==> src/rtl/sort_engine.sv <==
// sort_engine: batch bubble sorter driving an external comparator.
// Loads DEPTH words, sorts them in place, then streams them out ascending.
module sort_engine #(
    parameter int WIDTH = 8,
    parameter int DEPTH = 4
) (
    input  logic             clk,
    input  logic             rst_n,
    input  logic             in_valid,
    output logic             in_ready,
    input  logic [WIDTH-1:0] in_data,
    output logic [WIDTH-1:0] cmp_a,
    output logic [WIDTH-1:0] cmp_b,
    input  logic             cmp_is_great,
    output logic             out_valid,
    input  logic             out_ready,
    output logic [WIDTH-1:0] out_data,
    output logic             out_last,
    output logic             busy
);

    localparam int IW = $clog2(DEPTH);
    localparam logic [IW-1:0] LAST = IW'(DEPTH - 1);
    localparam logic [IW-1:0] PASS_END = IW'(DEPTH - 2);

    typedef enum logic [1:0] {
        LOAD,
        SORT,
        DRAIN
    } state_t;

    state_t state_q;
    state_t state_d;

    logic [IW-1:0]    cnt_q;
    logic [IW-1:0]    pass_q;
    logic [IW-1:0]    j_q;
    logic [IW-1:0]    j_nxt;
    logic             j_end;
    logic [WIDTH-1:0] data_buf [DEPTH];

    assign j_nxt = j_q + IW'(1);
    assign j_end = (j_q == (PASS_END - pass_q));

    // State register.
    always_ff @(posedge clk or negedge rst_n) begin
        if (!rst_n) begin
            state_q <= LOAD;
        end else begin
            state_q <= state_d;
        end
    end

    // Next state and output decode from registered state only.
    always_comb begin
        state_d   = state_q;
        in_ready  = 1'b0;
        busy      = 1'b0;
        cmp_a     = '0;
        cmp_b     = '0;
        out_valid = 1'b0;
        out_data  = '0;
        out_last  = 1'b0;
        unique case (state_q)
            LOAD: begin
                in_ready = 1'b1;
                if (in_valid && cnt_q == LAST) begin
                    state_d = SORT;
                end
            end
            SORT: begin
                busy  = 1'b1;
                cmp_a = data_buf[j_q];
                cmp_b = data_buf[j_nxt];
                if (j_end && pass_q == PASS_END) begin
                    state_d = DRAIN;
                end
            end
            DRAIN: begin
                busy      = 1'b1;
                out_valid = 1'b1;
                out_data  = data_buf[cnt_q];
                out_last  = (cnt_q == LAST);
                if (out_ready && cnt_q == LAST) begin
                    state_d = LOAD;
                end
            end
            default: state_d = LOAD;
        endcase
    end

    // Load/drain index and bubble-sort pass/position counters.
    always_ff @(posedge clk or negedge rst_n) begin
        if (!rst_n) begin
            cnt_q  <= '0;
            pass_q <= '0;
            j_q    <= '0;
        end else begin
            unique case (state_q)
                LOAD: begin
                    if (in_valid) begin
                        cnt_q <= (cnt_q == LAST) ? '0 : cnt_q + IW'(1);
                    end
                end
                SORT: begin
                    if (j_end) begin
                        j_q    <= '0;
                        pass_q <= (pass_q == PASS_END) ? '0 : pass_q + IW'(1);
                    end else begin
                        j_q <= j_nxt;
                    end
                end
                DRAIN: begin
                    if (out_ready) begin
                        cnt_q <= (cnt_q == LAST) ? '0 : cnt_q + IW'(1);
                    end
                end
                default: begin
                    cnt_q  <= '0;
                    pass_q <= '0;
                    j_q    <= '0;
                end
            endcase
        end
    end

    // Word storage: fill during load, swap strictly-greater pairs during sort.
    always_ff @(posedge clk or negedge rst_n) begin
        if (!rst_n) begin
            for (int i = 0; i < DEPTH; i++) begin
                data_buf[i] <= '0;
            end
        end else begin
            if (state_q == LOAD && in_valid) begin
                data_buf[cnt_q] <= in_data;
            end else if (state_q == SORT && cmp_is_great) begin
                data_buf[j_q]   <= data_buf[j_nxt];
                data_buf[j_nxt] <= data_buf[j_q];
            end
        end
    end

endmodule

==> config.mk <==
export PLATFORM = sky130hd
export DESIGN_NAME = sort_engine
export DESIGN_NICKNAME = d
export VERILOG_FILES = /design/src/rtl/sort_engine.sv
export SDC_FILE = /design/constraint.sdc
export NUM_CORES = 1
export LEC_CHECK = 0
export CAP_MARGIN = 20
export CORE_MARGIN = 4
export CORE_UTILIZATION = 58
export DETAILED_ROUTE_END_ITERATION = 10
export HOLD_SLACK_MARGIN = 0.08
export PLACE_DENSITY = 0.83
export SETUP_SLACK_MARGIN = 0.05
export SYNTH_ARGS = -nofsm -noshare
export SYNTH_HDL_FRONTEND = slang
export SYNTH_SLANG_ARGS = --single-unit
==> constraint.sdc <==
create_clock -name clk -period 6.12 [get_ports clk]
set_input_delay 1.224 -clock clk [delete_from_list [all_inputs] [get_ports clk]]
set_output_delay 1.224 -clock clk [all_outputs]
set_load 0.005 [all_outputs]
layer_met1.png
Scale bar: 20 um.
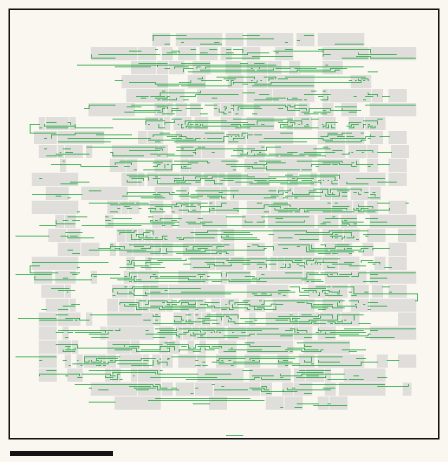
main direction: horizontal
nets with wire on the layer: 336
longest straight run: 38.6 um
wire length on this layer: 3710 um
met1 Usage GRT: 37.4%
routed wire length: 9.83 mm
vias post-DR: 2964

layer_met2.png
Scale bar: 20 um.
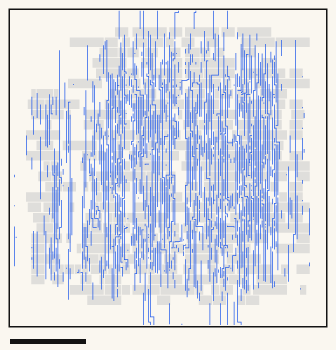
nets with wire on the layer: 304
longest straight run: 51.2 um

layer_met3.png
Scale bar: 20 um.
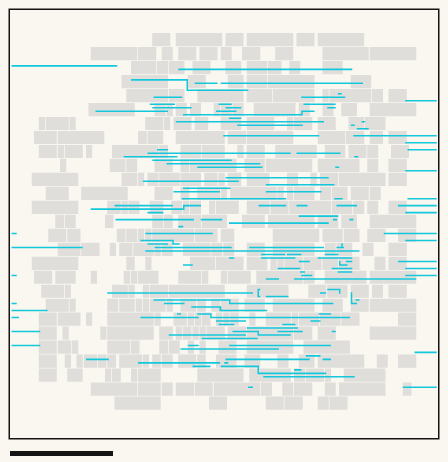
longest straight run: 41.4 um
main direction: horizontal
nets with wire on the layer: 82
share of all routed wire: 12%
M3 GR Usage: 5.65%

layer_met4.png
Scale bar: 20 um.
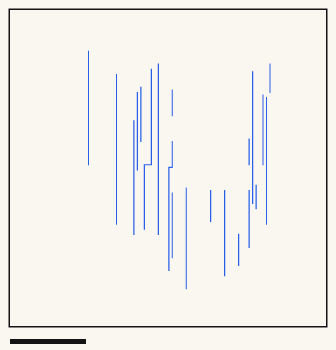
nets with wire on the layer: 18
share of all routed wire: 4.8%
main direction: vertical
longest straight run: 44.9 um
wire length on this layer: 469 um

==> impl_metrics.ini <==
; flow metrics
[outcome]
status = finished clean

[cells_and_area]
num-multi-input-gates = 241
drive_gt1_share_pct = 16.8
sh_seq_area_pct = 26.7
lay_top_count = dfrtp_1
largestClassByArea = combinational gates
flop_area_mm2 = 0.00100
nFillCells = 425
largest_register_ffs = 32
nNonClkInverters = 14
buffer_area_share_pct = 10.9
utilization_pct = 68.2
logic_area_mm2 = 0.00209
buffers = 42

[detailed_routing]
wl_met1_mm = 3.71
drc = 0
met3_length_mm = 1.17
drt_first_iter_violations = 355
avgRoutedWirePerCell_um = 23.6
vias_per_cell = 7.11
ant_nets = 0

[die]
fp_util_pct = 59.7
die-height_um = 83.3
die_w_um = 83.3
pin_count = 41
nWellTaps = 72
core-area_mm2 = 0.00551

[setup_path]
r2r_start = j_q[1]
crit_family = adder cells
r2r_slack_ps = 2870
critPathSlowestCell = ha_1
cp.required_ps = 4900
path_class = reg2out
worst_setup_path_end_kind = primary output
cp.depth = 6
reg2regPathDepth = 6
crit_path_max_incr_delay_ps = 860
start_kind = flop

[synth]
synthFlopType = dfrtp_1
ys_warn_count = 0
edf_count = 0
yosys_cells = 316
fa_ha_area_share_pct = 7.23
syn-cell-area_mm2 = 0.00329
top_logic_kind = AND-OR/OR-AND gates
syn_nets = 348
synthSimpleGateAreaFrac_pct = 15.4
avgSynthCellArea_um2 = 10.4
ys_seq_share_pct = 30.4

[timing]
holdWs_ps = 559
rsz0062_at_grt = no
setup_viol = 0
finalWorstSetupSlack_ps = 1350
period_minus_slack_ps = 4770
clock.fmax_ghz = 0.210
min_period_over_period_pct = 77.9
finalMaxSlewViolations = 0

[clocking]
clock_path_buffers = 2
post-cts-setup-buffers = 0
cts_buffers = 5
root_buffer = clkbuf_8
insertion_delay_ps = 300

[placement]
pre_cts_slack_ps = 1770
dp.cells = 409
dp_hpwl_mm = 6.49
port_buffers = 40

[grt]
grt_max_degree = 41
grt_pass1_vias = 2920
top_usage_layer = met2
met2_usage_pct = 44.0

[power_and_ir_drop]
cellPowerDensity_mw_per_mm2 = 544
p_leak_nw = 1.52
[power breakdown]
group	internal, mW	switching, mW	total, mW
Combinational	0.659	0.622	1.28
Sequential	0.384	0.155	0.538
Clock	0.121	0.102	0.223
Total	1.16	0.878	2.04
[cells in the mapped netlist, drive strengths merged, types with 5 or more instances]
cell / number / share of area [%]
a221o: 22 / 6.8
inv: 14 / 1.6
dfrtp: 40 / 30
nand3: 5 / 0.76
o21ai: 8 / 1.2
o22ai: 15 / 2.9
clkbuf: 10 / 1.1
mux2: 23 / 8.1
ha: 19 / 7.2
a222oi: 7 / 2.1
nor2: 24 / 2.7
and2: 24 / 4.7
a22o: 12 / 3.2
and3: 5 / 0.99
nor3: 6 / 0.91
nand2: 22 / 2.5
buf: 9 / 2.5
mux4: 15 / 10
